<file path="config.mk">
export PLATFORM = sky130hd
export DESIGN_NAME = fetch_buffer
export DESIGN_NICKNAME = d
export VERILOG_FILES = /design/src/rtl/fetch_buffer.sv
export SDC_FILE = /design/constraint.sdc
export NUM_CORES = 1
export LEC_CHECK = 0
export CAP_MARGIN = 20
export CORE_ASPECT_RATIO = 2
export CORE_MARGIN = 1.5
export CORE_UTILIZATION = 51
export CTS_CLUSTER_DIAMETER = 30
export DETAILED_ROUTE_END_ITERATION = 16
export GPL_ROUTABILITY_DRIVEN = 0
export PLACE_DENSITY = 0.76
export SLEW_MARGIN = 10
export SYNTH_ARGS = -nofsm -noshare
export SYNTH_HDL_FRONTEND = slang
export SYNTH_SLANG_ARGS = --single-unit
</file>
<file path="constraint.sdc">
create_clock -name clk -period 9.9 [get_ports clk]
set_clock_uncertainty 0.1 [all_clocks]
set_input_delay 1.485 -clock clk [delete_from_list [all_inputs] [get_ports clk]]
set_output_delay 1.485 -clock clk [all_outputs]
set_load 0.02 [all_outputs]
</file>
<file path="src/rtl/fetch_buffer.sv">
// Bundle FIFO between fetch and decode: DEPTH entries of {instrs, mask, pc},
// single-cycle flush on redirect, head entry driven combinationally to decode.
`ifndef FETCH_WIDTH
`define FETCH_WIDTH 2
`endif
`ifndef INSTBITS
`define INSTBITS 32
`endif
`ifndef DBITS
`define DBITS 32
`endif

module fetch_buffer #(
    parameter int FETCH_WIDTH = `FETCH_WIDTH,
    parameter int INSTBITS    = `INSTBITS,
    parameter int DBITS       = `DBITS,
    parameter int DEPTH       = 4
) (
    input  logic                            clk,
    input  logic                            rst,
    input  logic                            flush,
    input  logic                            enq_valid,
    output logic                            enq_ready,
    input  logic [INSTBITS*FETCH_WIDTH-1:0] enq_instrs,
    input  logic [FETCH_WIDTH-1:0]          enq_mask,
    input  logic [DBITS-1:0]                enq_pc,
    output logic                            deq_valid,
    input  logic                            deq_ready,
    output logic [INSTBITS*FETCH_WIDTH-1:0] deq_instrs,
    output logic [FETCH_WIDTH-1:0]          deq_mask,
    output logic [DBITS-1:0]                deq_pc,
    output logic [$clog2(DEPTH+1)-1:0]      count
);

    localparam int PTRW = $clog2(DEPTH);
    localparam int CNTW = $clog2(DEPTH+1);
    localparam logic [CNTW-1:0] FULL_CNT = CNTW'(DEPTH);

    logic [INSTBITS*FETCH_WIDTH-1:0] instr_q [DEPTH];
    logic [FETCH_WIDTH-1:0]          mask_q  [DEPTH];
    logic [DBITS-1:0]                pc_q    [DEPTH];

    logic [PTRW-1:0] head;
    logic [PTRW-1:0] tail;
    logic            enq_fire;
    logic            enq_write;
    logic            deq_fire;

    always_comb begin
        enq_ready = (count < FULL_CNT) && !flush;
        deq_valid = (count != '0) && !flush;
        enq_fire  = enq_valid && enq_ready;
        // An all-empty bundle completes the handshake but occupies no slot.
        enq_write = enq_fire && (enq_mask != '0);
        deq_fire  = deq_valid && deq_ready;
    end

    always_comb begin
        deq_instrs = '0;
        deq_mask   = '0;
        deq_pc     = '0;
        if (deq_valid) begin
            deq_instrs = instr_q[head];
            deq_mask   = mask_q[head];
            deq_pc     = pc_q[head];
        end
    end

    always_ff @(posedge clk) begin
        if (rst) begin
            head  <= '0;
            tail  <= '0;
            count <= '0;
            for (int unsigned i = 0; i < DEPTH; i++) begin
                instr_q[i] <= '0;
                mask_q[i]  <= '0;
                pc_q[i]    <= '0;
            end
        end else if (flush) begin
            head  <= '0;
            tail  <= '0;
            count <= '0;
        end else begin
            if (enq_write) begin
                instr_q[tail] <= enq_instrs;
                mask_q[tail]  <= enq_mask;
                pc_q[tail]    <= enq_pc;
                tail          <= tail + PTRW'(1);
            end
            if (deq_fire) begin
                head <= head + PTRW'(1);
            end
            if (enq_write && !deq_fire) begin
                count <= count + CNTW'(1);
            end else if (deq_fire && !enq_write) begin
                count <= count - CNTW'(1);
            end
        end
    end

endmodule
</file>
Local utilization:
(2 px per um) 14 x 27 tiles, from dark blue (low) to red (high), 0 to 100% covered.
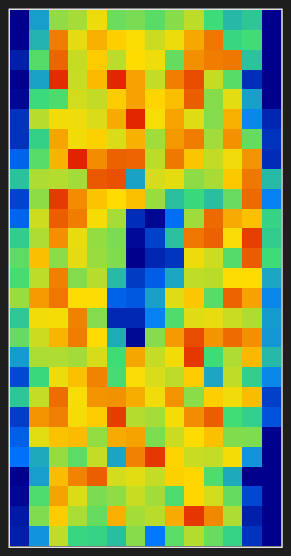
- fullest tile: 96%
- tiles over 75% full: 30%
- nearly empty tiles: 5.6%
- densest ninth of the die: top centre
- mean over tiles: 59%
core area: 34800 um^2
Final Util: 63.0%
Pre-Place Util: 51.5%

Nets reached from selected ports:
(1.5 px per um)
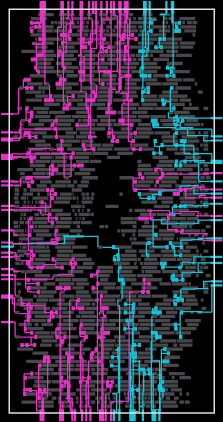
- cyan: `enq_pc` (bits 32; direction input; edge 14 right, 11 bottom, 6 top, 1 left; end cells 128; buffers 32; wire 1880 um)
- magenta: `enq_instrs` (bits 64; direction input; edge 22 top, 21 left, 16 bottom, 5 right; end cells 256; buffers 64; wire 3560 um)
Buffers on Ports: 205
I/O pins: 206

==> flow_summary.toml <==
# physical design summary
[route]
ant_nets = 0
drc_errors = 0
wl_per_cell_um = 22.0
routed_via_density = 5.52

[clock_tree]
clk_pin_slew_ps = 60
cts_buffers = 42
clockBufferDepth = 3
cts_tree = "yes"
post_cts_buffers = 0
cts_hold_buf = 0
h-tree-depth = 2
insertion_delay_ps = 550
cts_sinks = 401
root_buffer = "clkbuf_16"
post_cts_resize_count = 0

[finish]
buffers = 223
largest_class = "flip-flops and latches"
drive_gt1_share_pct = 15.1
layout.nets = 1409
seq-cell-share_pct = 54.5
logic_gate_count = 632
logic_area_um2 = 5660
seq_cells = 401
regArea_um2 = 12000
inverters = 4
n_antenna_cell = 3
lay_top_cells = "and2_1 (490), edfxtp_1 (392), clkdlybuf4s50_1 (205)"

[synthesis]
syn-mean-instance-area_um2 = 16.1
ys_types = 31
syn_area_um2 = 17900
top_area_cell = "edfxtp_1"
ys_ff = 401
xor_share_pct = 0.0976
ys_seq_share_pct = 66.6
top_logic_kind = "simple AND/OR/NAND/NOR gates"

[power]
p_leak_nw = 7.82
p_clk_share_pct = 43.4
top_power_group = "registers"
switchingPower_mw = 0.837
p_seq_mw = 1.96
p_clk_mw = 1.69
sw_frac_of_total_pct = 21.5
pg_comb_mw = 0.244
power.internal_mw = 3.06
power_density_nw_per_um2 = 177

[critical_path]
cp_top_family = "buffers and inverters"
cp_data_required_time_ps = 8320
worstPathMaxFanout = 100
cpPeakStageDelay_ps = 650
cp.arrival_ps = 3670
path_buffers = 3
critPathMostFrequentCell = "clkdlybuf4s50_1"

[timing]
setup_ws_ps = 4650
slew_violations = 0
setup_viol = 0

[floorplanning]
die_area_um2 = 36400
nWellTaps = 445

[flow_run]
cap_viol_max_count = 0
warnings = 28

[global_routing]
grt_max_degree = 101
grt_pass1_vias = 10600
overflow = 0
antenna_found_initial = 5

[outcome]
outcome = "finished, final reports clean"

[placement]
place_hpwl_mm = 21.0

[hold_path]
hold_class = "reg2reg"
-- worst min-delay path: cells and delay by family (launching register included) --
| kind | cells | cell delay, ps |
|---|---|---|
| DFF | 1 | 310 |
| AOI/OAI and AO/OA | 2 | 150 |
-- registers in the layout (all words and copies together), names as in the netlist, named ones only --
name and count:
count 3, head 2, instr_q 256, pc_q 128, mask_q 8, tail 2
-- final timing paths --
check | start | endpoint | slack, ps | depth (start not counted)
max | flush | deq_instrs[44] | 4650 | 5
min | head[1] | register | 390 | 2
max reg2reg | count[2] | pc_q[3][3] | 6910 | 4
min reg2reg | head[1] | register | 390 | 2
-- layer usage --
layer | up-vias | track usage, % | wire length, um
li1 | 4439 | - | -
met1 | 5032 | 26.6 | 14900
met2 | 317 | 40.8 | 21200
met3 | 71 | 3.17 | 1980
met4 | 4 | 8.69 | 1250
met5 | - | 0 | 23
-- kinds of logic (layout without fill, tap and decap cells) --
family,Yosys count,in the layout
AND/OR/NAND/NOR,514,514
flip-flops,401,401
XOR/XNOR,2,2
adder cells (fa/ha/maj),2,2
multiplexers,99,99
AND-OR/OR-AND,15,15
buffers and inverters,79,305
other,0,3
-- cell usage after synthesis (all sizes together) --
cell    count
a21o        2
a21oi       5
and2      490
buf        23
clkbuf     52
dfxtp       9
edfxtp    392
fa          1
ha          1
inv         4
mux2i       1
mux4       98
nand2       3
nand2b      3
nor2        6
nor3        3
nor4        2
nor4b       1
o21ai       5
o21bai      1
o31ai       2
or2         2
or3         4
xor2        2
-- per-stage QoR --
stage          cell area, um^2  cells
2_1_floorplan            17900   1112
3_3_place_gp             20400   1703
3_5_place_dp             20400   1704
4_1_cts                  21900   1782
5_1_grt                  21900   1786
6_report                 21900   1786
